--- config.mk ---
export PLATFORM = sky130hd
export DESIGN_NAME = lag_differentiator_flat
export DESIGN_NICKNAME = d
export VERILOG_FILES = /design/src/rtl/lag_differentiator_if.sv /design/src/rtl/lag_differentiator.sv /design/src/flat_wrapper.sv
export SDC_FILE = /design/constraint.sdc
export NUM_CORES = 1
export LEC_CHECK = 0
export CAP_MARGIN = 15
export CORE_MARGIN = 2
export CORE_UTILIZATION = 33
export DETAILED_ROUTE_END_ITERATION = 12
export PLACE_DENSITY = 0.57
export SYNTH_ARGS = -nofsm -noshare
export SYNTH_HDL_FRONTEND = slang
export SYNTH_SLANG_ARGS = --single-unit
export TNS_END_PERCENT = 1
--- constraint.sdc ---
create_clock -name clock -period 3.8 [get_ports clock]
set_input_delay 0.76 -clock clock [delete_from_list [all_inputs] [get_ports clock]]
set_output_delay 0.76 -clock clock [all_outputs]
set_load 0.005 [all_outputs]
--- src/rtl/lag_differentiator_if.sv ---
// Stream bundle for lag_differentiator.
//   master : drives in_valid / in_data / hold and observes the results
//   slave  : the differentiator itself
// Signals:
//   in_valid  - in_data carries a sample this cycle
//   in_data   - signed input sample x[n]
//   hold      - freeze: no sample accepted, all state retained
//   out_valid - out_data holds a new result this cycle
//   out_data  - signed y[n] = x[n] - x[n-LAG]
//   overflow  - true difference did not fit WORD_SIZE bits
//   primed    - LAG samples accepted since reset
interface lag_differentiator_if #(
  parameter int WORD_SIZE = 8
);
  logic                 in_valid;
  logic [WORD_SIZE-1:0] in_data;
  logic                 hold;
  logic                 out_valid;
  logic [WORD_SIZE-1:0] out_data;
  logic                 overflow;
  logic                 primed;

  modport master (
    output in_valid, in_data, hold,
    input  out_valid, out_data, overflow, primed
  );

  modport slave (
    input  in_valid, in_data, hold,
    output out_valid, out_data, overflow, primed
  );
endinterface

--- src/rtl/lag_differentiator.sv ---
// Lag differentiator: y[n] = x[n] - x[n-LAG] on signed WORD_SIZE samples,
// registered with one cycle of latency. Missing history reads as zero.
// Ports:
//   clock - rising-edge clock
//   reset - synchronous, active-high reset
//   bus   - lag_differentiator_if.slave (in_valid, in_data, hold,
//           out_valid, out_data, overflow, primed)
// Build option:
//   LAG_DIFF_SATURATE_EN - when defined, overflowing results clamp to the
//   most positive / most negative value; otherwise they wrap (low bits).
module lag_differentiator #(
  parameter int WORD_SIZE = 8,
  parameter int LAG       = 4
) (
  input logic                  clock,
  input logic                  reset,
  lag_differentiator_if.slave  bus
);
  localparam int             CW      = $clog2(LAG + 1);
  localparam logic [CW-1:0]  CNT_MAX = CW'(LAG);

  // dly_q[0] is the newest accepted sample, dly_q[LAG-1] the oldest.
  logic [LAG-1:0][WORD_SIZE-1:0] dly_q, dly_d;
  logic [WORD_SIZE-1:0]          out_data_q, out_data_d;
  logic                          ovf_q, ovf_d;
  logic                          vld_q;
  logic [CW-1:0]                 cnt_q, cnt_d;

  logic                 accept;
  logic [WORD_SIZE-1:0] oldest;
  logic [WORD_SIZE:0]   diff;
  logic                 ovf;
  logic [WORD_SIZE-1:0] res;

  always_comb begin
    accept = bus.in_valid & ~bus.hold;
    oldest = dly_q[LAG-1];
    // Sign-extend both operands by one bit so the difference is exact.
    diff   = {bus.in_data[WORD_SIZE-1], bus.in_data} - {oldest[WORD_SIZE-1], oldest};
    // Exact result fits iff the two top bits agree.
    ovf    = diff[WORD_SIZE] ^ diff[WORD_SIZE-1];
`ifdef LAG_DIFF_SATURATE_EN
    if (ovf) res = diff[WORD_SIZE] ? {1'b1, {(WORD_SIZE-1){1'b0}}}
                                   : {1'b0, {(WORD_SIZE-1){1'b1}}};
    else     res = diff[WORD_SIZE-1:0];
`else
    res = diff[WORD_SIZE-1:0];
`endif

    dly_d      = dly_q;
    out_data_d = out_data_q;
    ovf_d      = ovf_q;
    cnt_d      = cnt_q;
    if (accept) begin
      dly_d[0] = bus.in_data;
      for (int i = 1; i < LAG; i++) dly_d[i] = dly_q[i-1];
      out_data_d = res;
      ovf_d      = ovf;
      if (cnt_q != CNT_MAX) cnt_d = cnt_q + 1'b1;
    end
  end

  always_ff @(posedge clock) begin
    if (reset) begin
      dly_q      <= '0;
      out_data_q <= '0;
      ovf_q      <= 1'b0;
      vld_q      <= 1'b0;
      cnt_q      <= '0;
    end else begin
      dly_q      <= dly_d;
      out_data_q <= out_data_d;
      ovf_q      <= ovf_d;
      vld_q      <= accept;
      cnt_q      <= cnt_d;
    end
  end

  assign bus.out_valid = vld_q;
  assign bus.out_data  = out_data_q;
  assign bus.overflow  = ovf_q;
  assign bus.primed    = (cnt_q == CNT_MAX);
endmodule

--- src/flat_wrapper.sv ---
// flat-port wrapper written by rule: the top's interface ports become plain ports
module lag_differentiator_flat 
#(
  parameter int WORD_SIZE = 8,
  parameter int LAG       = 4
)
  (clock, reset, bus_in_valid, bus_in_data, bus_hold, bus_out_valid, bus_out_data, bus_overflow, bus_primed);
  lag_differentiator_if #(.WORD_SIZE(WORD_SIZE)) bus_i ();
  input logic clock;
  input logic reset;
  input wire logic [$bits(bus_i.in_valid)-1:0] bus_in_valid;
  input wire logic [$bits(bus_i.in_data)-1:0] bus_in_data;
  input wire logic [$bits(bus_i.hold)-1:0] bus_hold;
  output wire logic [$bits(bus_i.out_valid)-1:0] bus_out_valid;
  output wire logic [$bits(bus_i.out_data)-1:0] bus_out_data;
  output wire logic [$bits(bus_i.overflow)-1:0] bus_overflow;
  output wire logic [$bits(bus_i.primed)-1:0] bus_primed;
  assign bus_i.in_valid = bus_in_valid;
  assign bus_i.in_data = bus_in_data;
  assign bus_i.hold = bus_hold;
  assign bus_out_valid = bus_i.out_valid;
  assign bus_out_data = bus_i.out_data;
  assign bus_overflow = bus_i.overflow;
  assign bus_primed = bus_i.primed;
  lag_differentiator #(.WORD_SIZE(WORD_SIZE), .LAG(LAG)) u_core (.clock(clock), .reset(reset), .bus(bus_i));
endmodule
==> ci_impl_report.md, run 1 <==
### Metrics collected by this job

| Metric | Value |
|---|---|
| Share of layout cells above drive strength 1 | approximately 5.6% |
| Cell accounting for the most synthesized area | dfxtp_1 |
| CP bufs+invs | 2 |
| Max-slew headroom | about a third |
| Drt first pass iters | 4 |
| Max Freq | 381 MHz |
| Yosys warns | 0 |
| Post-cts hold buffer count | 0 |
| EDFF count, synth | 0 |
| HPWL after DPL | 2.54 mm |
| Setup TNS | 0 ns |
| Top delay family on crit path | adder cells |
| Top-count cell post-synth | nand2_1 |
| Number of port buffers | 22 |
| Max incr delay on CP | ~0.47 ns |
| Pre-CTS WS | between 0.8 and 0.9 ns |
| Final WL | about 3.8 mm |
| Final setup violation count | 0 |
| Mapped Nets | 270 |
| # placed instances | between 300 and 400 |
| Layout Nets | 288 |
| Biggest area cells | dfxtp_1, nand2_1, a21oi_1 |
| Maximum net fanout on the critical path | 3 |
| Total power | around 960 uW |
| Pins Over Slew Limit | 0 |
| Post-CTS Resized | 0 |
| Worst Tran Pin Value | 1.02 ns |
| Log Warnings | 27 |
| P&R area growth vs syn | 21.4% |
| Total die size | ~6600 sq um |
| CTS Buffer Depth | 2 |
| Post-synthesis cell count | about 250 |
| Yosys chip area | 1960 sq um |
| Basic Gates by Area | about 22% |
| Initial antenna violation count | 0 |
| Adder-Cell Fraction of Synth Area | 7.42% |
| Clock-pin slew on the worst setup and hold paths | about 0.080 ns |
| Via density per instance | about 4.7 |
| Yosys reg bits | 45 |
| Status | complete, no violations |
| WL/cell | about 11 um |
| Cell Type Count | 28 |
| Ao+oa area frac | around 17% |
| Antenna diodes | 0 |
==> run 1: cell type report <==
type | count | area (sq um)
Tap cell | 75 | 93.8
Timing Repair Buffer | 26 | 263
Clock inverter | 1 | 30.0
Sequential cell | 45 | 901
Fill cell | 621 | 3440
Clock buffer | 7 | 86.3
Inverter | 12 | 45.0
Multi-Input combinational cell | 175 | 957
==> run 1: per-layer routing <==
layer  share of wire (%)  routed length [um]  global-route usage [%]
met4                 1.1                  43                    5.08
met1                  51                1930                    16.4
met2                  44                1660                    18.7
met5                   0                   0                       0
met3                 3.3                 122                    3.44
==> run 1: final timing paths <==
path                            startpoint                               end  cells past startpoint  slack, ns
min reg2reg   u_core.dly_q[8]$_SDFFE_PP0P_     u_core.dly_q[16]$_SDFFE_PP0P_                      2       0.45
min           u_core.dly_q[8]$_SDFFE_PP0P_     u_core.dly_q[16]$_SDFFE_PP0P_                      2       0.45
max                         bus_in_data[0]  u_core.bus.overflow$_SDFFE_PP0P_                      9       1.17
max reg2reg  u_core.oldest[0]$_SDFFE_PP0P_  u_core.bus.overflow$_SDFFE_PP0P_                      7       1.85
==> run 1: cells in the final DEF, fill, tap and decap left out, types with 2 or more instances in the layout <==
cell,count
nand3b_1,4
o311ai_0,2
nand3_1,2
clkbuf_8,6
o21ai_0,5
ha_1,10
o21ai_1,2
clkdlybuf4s50_1,22
a21oi_1,38
nor3_1,2
inv_1,12
nor2_1,13
o21a_1,2
a211oi_1,4
xnor2_1,3
nand2_1,70
dfxtp_1,45
a21o_1,3
nand2b_1,5
buf_4,3
==> run 1: sequential cells by signal (all words and copies together) (netlist names) <==
| signal | cells |
|---|---|
| u_core.bus.out_data | 8 |
| u_core.bus.out_valid | 1 |
| u_core.bus.overflow | 1 |
| u_core.cnt_q | 3 |
| u_core.dly_q | 24 |
| u_core.oldest | 8 |
==> run 1: stage by stage <==
step | instance area [sq um] | hold WS [ns]
final | 2380 | 0.453
after detailed placement | 2260 | 0.442
after floorplan | 1960 | 0.432
after global placement | 2260 | 0.437
after CTS | 2380 | 0.454
after global routing | 2380 | 0.472
==> run 1: where the power goes <==
part	internal, uW	total [uW]	switching (uW)	leakage, uW
clock	214	369	154	0.0000585
sequential	485	491	6.47	0.000365
combinational	49.4	104	55.1	0.000424
==> run 1: logic make-up (layout without fill, tap and decap cells) <==
logic type                 count (synthesis)  in the layout
DFF                                       45             45
AOI/OAI and AO/OA                         58             58
and+or+nand+nor                          101            101
buffers and inverters                     27             46
adders and majority gates                 11             11
xor gates and xnor gates                   4              4
muxes                                      1              1
==> run 1: worst min-delay path: cells and delay by family, from the launching register on <==
kind,cells,cell delay (ns)
flops,1,0.31
simple gates,1,0.05
compound gates,1,0.05
Fig. 1: run 1, selected gate families
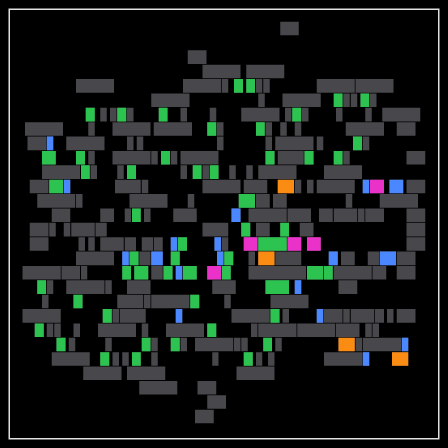
- NOR gates: blue (cells 18; most used nor2_1)
- AND-OR and OR-AND gates: magenta (cells 5; most used a21o_1)
- XOR/XNOR gates: orange (cells 4; most used xnor2_1)
- inverting AOI/OAI gates: green (cells 53; most used a21oi_1)
dominant logic cell type in the layout: nand2_1
Comb area share: 40.3%
fin cells: 341

Fig. 2: run 1, sequential cells coloured by netlist name
Other sequential cells in the stronger grey, the rest of the logic in the fainter grey.
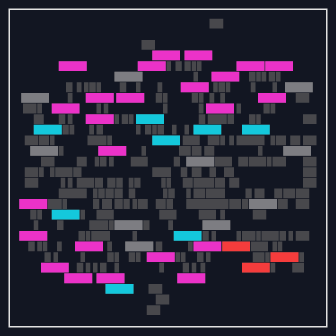
- `u_core.cnt_q`: red (sequential cells 3)
- `u_core.dly_q`: magenta (sequential cells 24)
- `u_core.oldest`: cyan (sequential cells 8)
final core utilization: 40.9%
Storage cell area: 901 sq um

Fig. 3: run 1, clock wiring as the flow saved it
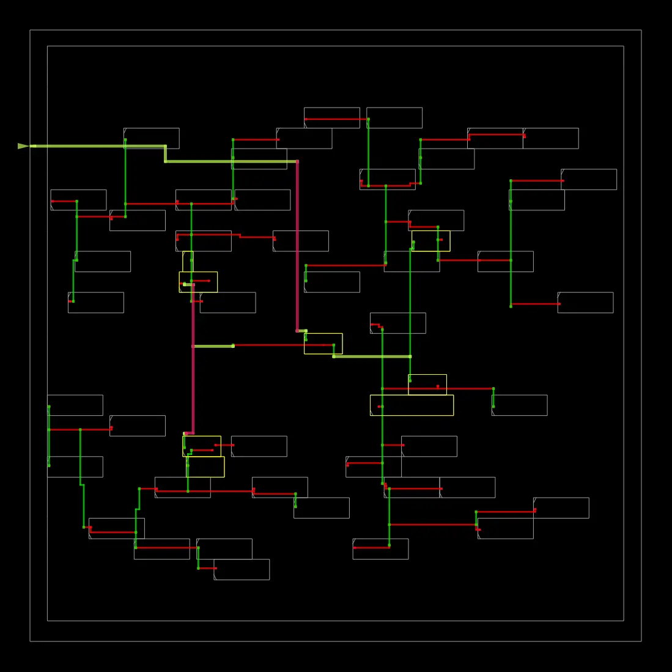
seq_cells: 45
total CTS buffers: 5
CLK BUF: 7
Sink Count: 45
Power Clock: 369 uW

Fig. 4: run 1, PDN straps and rails
Pins as bars on the die edge.
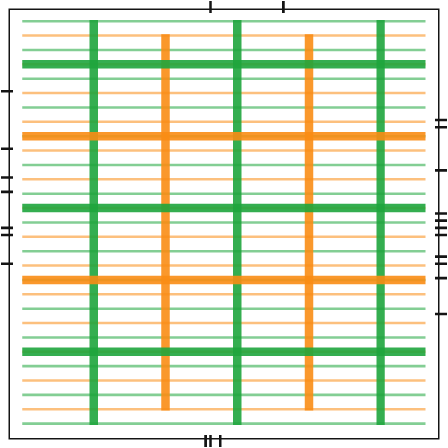
- VDD: orange
- VSS: green
- met4 straps: 5
- rows: 28
- signal pins: 23
- met1 rails: 29
- met5 straps: 5
core area: 5820 sq um
Chip Width: 81.0 um
Worst VDD drop: 189 uV

Fig. 5: run 1, a small window of the routed layout
Window x 0 to 50, y 31 to 81 um. Cells in grey, sequential cells in the stronger grey; small squares are vias.
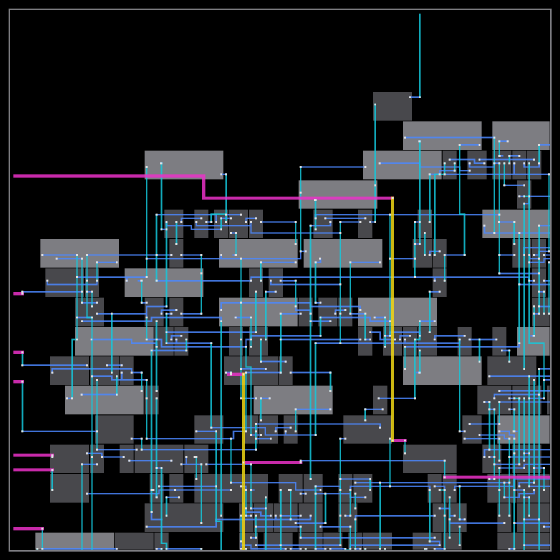

## Run 2: what changed since run 1
- clock period: 3.8 -> 2.5 ns (I/O delays scaled with it)
Fig. 6: run 2, a small window of the routed layout
Window x 0 to 50, y 31 to 81 um. Cells in grey, sequential cells in the stronger grey; small squares are vias.
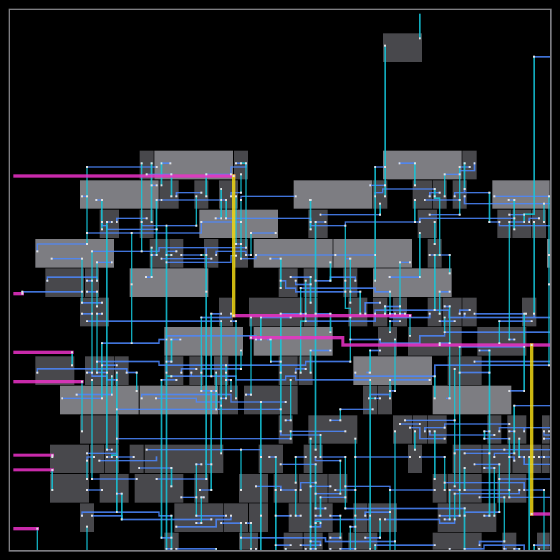
- met3: magenta
- met1: blue
- met4: yellow
- met2: cyan
- cells with their middle in the window: 119
- most frequent: nand2_1 (32), a21oi_1 (18), dfxtp_1 (17)
- netlist names of flops here include: `u_core.dly_q` (10), `u_core.oldest` (4), `u_core.bus.out_data` (3)
- sequential cells in the window: 17

Fig. 7: run 2, selected gate families
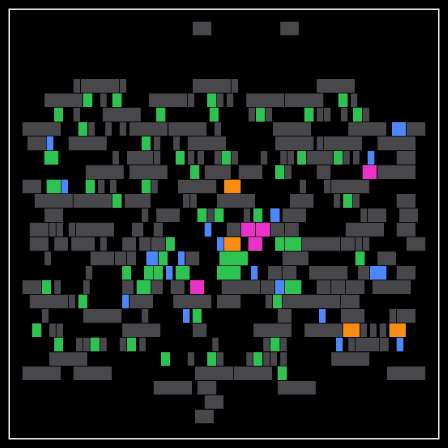
- inverting AOI/OAI gates: green (cells 53; most used a21oi_1)
- AND-OR and OR-AND gates: magenta (cells 5; most used a21o_1; where middle)
- XOR/XNOR gates: orange (cells 4; most used xnor2_1)
- NOR gates: blue (cells 18; most used nor2_1)
fin cells: 349
Comb area share: 39.4%

Fig. 8: run 2, PDN straps and rails
Pins as bars on the die edge.
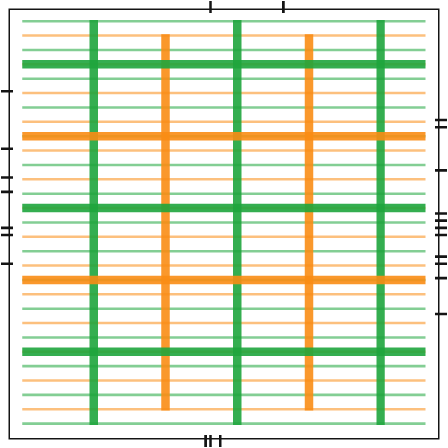
- VSS: green
- VDD: orange
- met4 straps: 5
- signal pins: 23
Die Y-Extent: 81.0 um
Worst VDD drop: 294 uV

==> run 2 against run 1 <==
Sequential share of layout area fell by 0.86 points. Clock power rose by 43%. Worst hold slack improved by 0.0026 ns. Critical path depth rose by 1. Critical endpoint unchanged.
==> ci_impl_report.md, run 2 <==
### Metrics collected by this job

| Metric | Value |
|---|---|
| HPWL after DPL | 2.75 mm (was 2.54 mm) |
| Init Core Util | 33.6% (unchanged) |
| Startpoint Class | input pin (unchanged) |
| Final hold violation count | 0 (unchanged) |
| Synthesized cell area | 1960 sq um (unchanged) |
| PwrDens | 594 nW/um^2 (was 406 nW/um^2) |
| Post-cts hold buffer count | 0 (unchanged) |
| Setup Crit Path Kind | input pin to flop (unchanged) |
| Dominant logic cell type in the layout | nand2_1 (unchanged) |
| CTS tree | done (unchanged) |
| Via density per instance | 4.74 (was 4.72) |
| Cell accounting for the most synthesized area | dfxtp_1 (unchanged) |
| EDFF count, synth | 0 (unchanged) |
| Top cell area share | 46.0% (unchanged) |
| Via count | 1,655 (was 1,611) |
| RSZ-0062 raised after global routing | no (unchanged) |
| Final WL | 3.94 mm (was 3.75 mm) |
| Most frequent logic cells in the routed design | nand2_1, dfxtp_1, a21oi_1 (unchanged) |
| P&R area growth vs syn | 24.2% (was 21.4%) |
| Adder-Cell Fraction of Synth Area | 7.42% (unchanged) |
| Top-count cell post-synth | nand2_1 (unchanged) |
| Max reg flops | 24 (unchanged) |
| Top cells by count | nand2_1, dfxtp_1, a21oi_1, clkbuf_1, nor2_1 (unchanged) |
| Storage cell area | 901 sq um (unchanged) |
| Final setup violation count | 0 (unchanged) |
| Mux area share | 0.512% (unchanged) |
| Seq/Total Area, Yosys | 46.0% (unchanged) |
| Drt first pass iters | 4 (unchanged) |
| Yosys warns | 0 (unchanged) |
| Cell Type Count | 28 (unchanged) |
| Final min period | 2.25 ns |
| Pre-CTS WS | -0.0282 ns (was 0.893 ns) |
| Most flop-heavy register | u_core.dly_q (unchanged) |
| Synth async-reset ratio | 0% (unchanged) |
| Dominant comb cell | simple AND/OR/NAND/NOR gates (unchanged) |
| CTS Buffer Depth | 2 (unchanged) |
| Total die size | 6560 sq um (unchanged) |
| Share of layout cells above drive strength 1 | 8.76% (was 5.64%) |
| Max-slew headroom | 66.1% (was 32.1%) |
| Synthesized area per cell | 7.92 sq um (unchanged) |
| Root buffer cell | clkbuf_8 (unchanged) |
| Num ports | 23 (unchanged) |
| Post-synthesis cell count | 247 (unchanged) |
| Pins Over Slew Limit | 0 (unchanged) |
| Yosys chip area | 1960 sq um (unchanged) |
| Vias in the first global route | 1,512 (was 1,425) |
| Total CTS buffers | 5 (unchanged) |
| Number of DRC markers in iteration 0 | 93 (was 86) |
| MI comb area | 957 sq um (unchanged) |
| Core area | 5820 sq um (unchanged) |
| Period utilization | 90.1% |
| Setup TNS | 0 ns (unchanged) |
| RePlAce Congestion | 0.755 (was 0.780) |
| Yosys reg bits | 45 (unchanged) |
| Post-CTS Resized | 0 (unchanged) |
| Ao+oa area frac | 17.3% (unchanged) |
| Log Warnings | 27 (unchanged) |
| Sink Count | 45 (unchanged) |
| WP data required | 2.71 ns (was 3.93 ns) |
| Pleak | 0.000885 uW (was 0.000847 uW) |
| Worst Tran Pin Value | 0.507 ns (was 1.02 ns) |
| Maximum net fanout on the critical path | 3 (unchanged) |
| Clock-pin slew on the worst setup and hold paths | 0.08 ns (about the same) |
| Status | complete, no violations (unchanged) |
| CTS H-tree depth | 2 (unchanged) |
| Pin count of the biggest net entering global routing | 45 (unchanged) |
| WL/cell | 11.3 um (was 11.0 um) |
| Hold Slack | 0.455 ns (was 0.453 ns) |
| Site row count | 28 (unchanged) |
| Layout Nets | 297 (was 288) |
| Clk latency late pin | 0.29 ns (about the same) |
| Max Freq | about 440 MHz |
| Yosys cell count | 247 (unchanged) |
| Biggest area cells | dfxtp_1, nand2_1, a21oi_1 (unchanged) |
| Chip Width | 81.0 um (unchanged) |
| Antenna diodes | 0 (unchanged) |
| Basic Gates by Area | 21.8% (unchanged) |
| Initial antenna violation count | 0 (unchanged) |
| Mapped Nets | 270 (unchanged) |
| Number of fill cells in the layout | 639 (was 621) |
| Number of port buffers | 22 (unchanged) |
| Worst Hold Class | flop to flop (unchanged) |
| Antenna viol nets, final | 0 (unchanged) |
[run 2: through the flow]
| stage | power, uW | cell area, sq um | cells | utilization, % |
|---|---|---|---|---|
| 3_5_place_dp | 934 | 2330 | 342 | 40.0 |
| 4_1_cts | 1470 | 2430 | 349 | 41.8 |
| 5_1_grt | 1530 | 2430 | 349 | 41.8 |
| 3_3_place_gp | 933 | 2330 | 342 | 40.0 |
| 2_1_floorplan | 858 | 1960 | 247 | - |
| 6_report | 1440 | 2430 | 349 | 41.8 |
[run 2: cell type report]
cell class              count  share of cell area [%]
multi-input cells         175                    39.4
flip-flops and latches     45                    37.1
repair buffers             35                    13.6
well taps                  75                    3.86
clock buffers               5                    2.83
inverters                  12                    1.85
clock inverters             2                    1.44
[run 2: final timing paths]
path / slack, ns / from / end / depth (start not counted)
max reg2reg: 0.65 / u_core.oldest[0]$_SDFFE_PP0P_ / u_core.bus.overflow$_SDFFE_PP0P_ / 8
min reg2reg: 0.46 / u_core.dly_q[12]$_SDFFE_PP0P_ / u_core.dly_q[20]$_SDFFE_PP0P_ / 2
min: 0.46 / u_core.dly_q[12]$_SDFFE_PP0P_ / u_core.dly_q[20]$_SDFFE_PP0P_ / 2
max: 0.25 / bus_in_data[0] / u_core.bus.overflow$_SDFFE_PP0P_ / 10
[run 2: power breakdown]
part / switching (uW) / internal [uW] / total, uW
registers: 9.89 / 737 / 746
logic: 87.0 / 83.0 / 170
clock network: 237 / 291 / 527
[run 2: routing by layer]
metal	track usage [%]	routed length [um]	up-vias
met5	0	0	-
met4	3.05	28	0
met3	3.44	189	4
met2	21.2	1720	29
met1	17.6	2000	756
li1	-	-	866
[run 2: cell families after synthesis]
| logic type | count (synthesis) |
|---|---|
| DFF | 45 |
| xor gates and xnor gates | 4 |
| and+or+nand+nor | 101 |
| adders and majority gates | 11 |
| buffers and inverters | 27 |
| muxes | 1 |
| AOI/OAI and AO/OA | 58 |
[run 2: critical path, cell delays in order]
cell             delay, ns
clkdlybuf4s50_1       0.47
inv_1                 0.05
ha_1                  0.21
fa_1                  0.39
nand2b_1              0.17
a21oi_1               0.13
buf_4                 0.14
a221oi_2              0.06
xnor2_1               0.14
a211oi_2              0.20
Fig. 9: run 2, sequential cells coloured by netlist name
Other sequential cells in the stronger grey, the rest of the logic in the fainter grey.
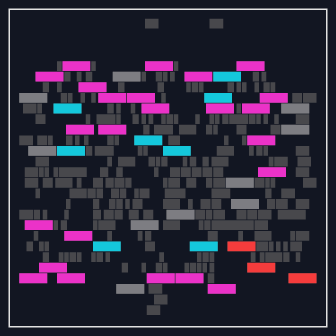

## Run 3: what changed since run 2
- GPL_TIMING_DRIVEN: default -> 0
Fig. 10: run 3, sequential cells coloured by netlist name
Other sequential cells in the stronger grey, the rest of the logic in the fainter grey.
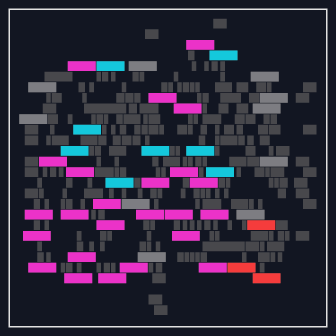
- `u_core.cnt_q`: red (sequential cells 3)
- `u_core.dly_q`: magenta (sequential cells 24)
- `u_core.oldest`: cyan (sequential cells 8)
Sequential Power: 747 uW
final core utilization: 41.4%
Seq/total area: 37.4%

Fig. 11: run 3, clock wiring as the flow saved it
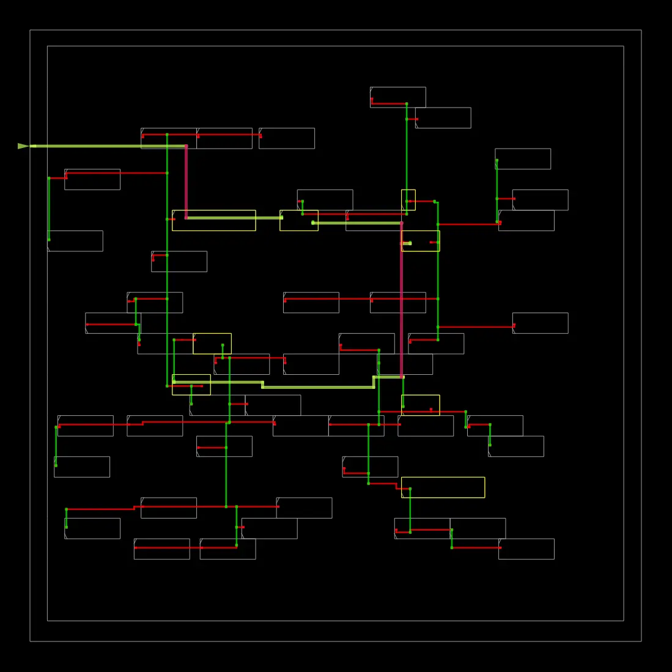
clk latency late pin: 0.30 ns
skew final: 0.00720 ns

Fig. 12: run 3, selected gate families
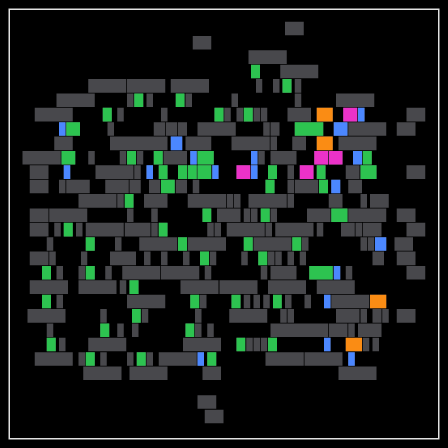
- inverting AOI/OAI gates: green (cells 53; most used a21oi_1)
- NOR gates: blue (cells 18; most used nor2_1)
- XOR/XNOR gates: orange (cells 4; most used xnor2_1)
- AND-OR and OR-AND gates: magenta (cells 5; most used a21o_1)
Comb area share: 39.8%
fin cells: 352

==> run 3 against run 2 <==
Power increased by 8.1%. Clock-buffer cell count unchanged. Highest routed layer unchanged. Maximum frequency decreased by 4.0%. Non-clock buffer count increased by 2. Synthesized area unchanged.
==> ci_impl_report.md, run 3 <==
### Metrics collected by this job

| Metric | Value |
|---|---|
| Status | complete, no violations (unchanged) |
| Synthesized area per cell | 7.92 sq um (unchanged) |
| CTS Buffer Depth | 2 (unchanged) |
| Drt first pass iters | 4 (unchanged) |
| Biggest area cells | dfxtp_1, nand2_1, a21oi_1 (unchanged) |
| Final min period | 2.35 ns (was 2.25 ns) |
| Yosys chip area | 1960 sq um (unchanged) |
| Top cell area share | 46.0% (unchanged) |
| Post-synthesis cell count | 247 (unchanged) |
| RePlAce Congestion | 0.765 (was 0.755) |
| Init Core Util | 33.6% (unchanged) |
| Number of port buffers | 22 (unchanged) |
| Pre-CTS WS | -0.252 ns (was -0.0282 ns) |
| Mapped Nets | 270 (unchanged) |
| Setup Crit Path Kind | input pin to flop (unchanged) |
| Top-count cell post-synth | nand2_1 (unchanged) |
| Max reg flops | 24 (unchanged) |
| Yosys reg bits | 45 (unchanged) |
| Pins Over Slew Limit | 0 (unchanged) |
| Max Freq | 426 MHz (was 444 MHz) |
| CP bufs+invs | 2 (was 3) |
| Hold Slack | 0.446 ns (was 0.455 ns) |
| Via count | 1,652 (was 1,655) |
| Dominant logic cell type in the layout | nand2_1 (unchanged) |
| WL/cell | 12.3 um (was 11.3 um) |
| Total CTS buffers | 5 (unchanged) |
| Share of layout cells above drive strength 1 | 4.33% (was 8.76%) |
| Cell Type Count | 28 (unchanged) |
| PwrDens | 648 nW/um^2 (was 594 nW/um^2) |
| Worst VDD drop | 346 uV (was 294 uV) |
| Setup TNS | 0 ns (unchanged) |
| Slowest CP cell | clkdlybuf4s50_1 (unchanged) |
| Final setup violation count | 0 (unchanged) |
| HPWL after DPL | 3.03 mm (was 2.75 mm) |
| Final WL | 4.32 mm (was 3.94 mm) |
| Most frequent logic cells in the routed design | nand2_1, dfxtp_1, a21oi_1 (unchanged) |
| Number of DRC markers in iteration 0 | 79 (was 93) |
| Antenna diodes | 0 (unchanged) |
| Log Warnings | 27 (unchanged) |
| Yosys warns | 0 (unchanged) |
| Sink Count | 45 (unchanged) |
| CTS H-tree depth | 2 (unchanged) |
| Pleak | 0.000850 uW (was 0.000885 uW) |
| Initial antenna violation count | 0 (unchanged) |
| Chip Width | 81.0 um (unchanged) |
-- run 3: cells by family (layout without fill, tap and decap cells) --
kind of cell,after synthesis,count (layout),synth area share (%)
mux,1,1,0.512
flops,45,45,46.0
compound gates,58,58,17.3
fa+ha+maj,11,11,7.42
xor+xnor,4,4,1.79
simple gates,101,101,21.8
buf+inv,27,57,5.18
-- run 3: worst reg2reg max path: cells and delay by family, from the launching register on --
kind,cells,cell delay [ns]
XOR/XNOR,1,0.23
AND-OR/OR-AND,3,0.41
flip-flops,1,0.32
AND/OR/NAND/NOR,1,0.20
adder cells (fa/ha/maj),2,0.64
-- run 3: repair_timing --
| action | 4_1_cts | 5_1_grt |
|---|---|---|
| resized | 0 | 1 |
| endpoints found under the setup margin | 0 | 1 |
| hold buffers | 0 | 0 |
-- run 3: cell type report --
class	count	area share [%]
timing repair buffer	22	9.14
buffer	15	2.34
inverter	12	1.87
sequential	45	37.4
clock inverter	3	2.70
tap	75	3.90
multi-input combinational	175	39.8
clock buffer	5	2.86
-- run 3: stage by stage --
| stage | instance area (sq um) | std cells | total power (uW) |
|---|---|---|---|
| final | 2410 | 352 | 1560 |
| after global routing | 2410 | 352 | 1630 |
| after CTS | 2400 | 352 | 1580 |
| after detailed placement | 2270 | 344 | 928 |
| after global placement | 2270 | 344 | 927 |
| after floorplan | 1960 | 247 | 858 |
-- run 3: final timing paths --
path                                                    endpoint  slack, ns  cells after the start
worst max-delay path            u_core.bus.overflow$_SDFFE_PP0P_       0.15                      9
worst min-delay path               u_core.oldest[6]$_SDFFE_PP0P_       0.45                      2
worst max register to register  u_core.bus.overflow$_SDFFE_PP0P_       0.57                      7
worst min register to register     u_core.oldest[6]$_SDFFE_PP0P_       0.45                      2
-- run 3: where the power goes --
group          switching [uW]  internal (uW)
Clock                     252            397
Combinational            91.1           73.3
Sequential               10.1            737
Total                     354           1210
-- run 3: layer usage --
metal / wire length (um) / part of all wire, % / vias to the layer above / GRT usage, %
met5: 0 / 0 / - / 0
met4: 29 / 0.67 / 0 / 3.05
met3: 192 / 4.4 / 5 / 4.11
met2: 1960 / 45 / 30 / 22.6
met1: 2140 / 50 / 749 / 18.9
li1: - / - / 868 / -
Power is estimated from default activity; no workload was simulated.
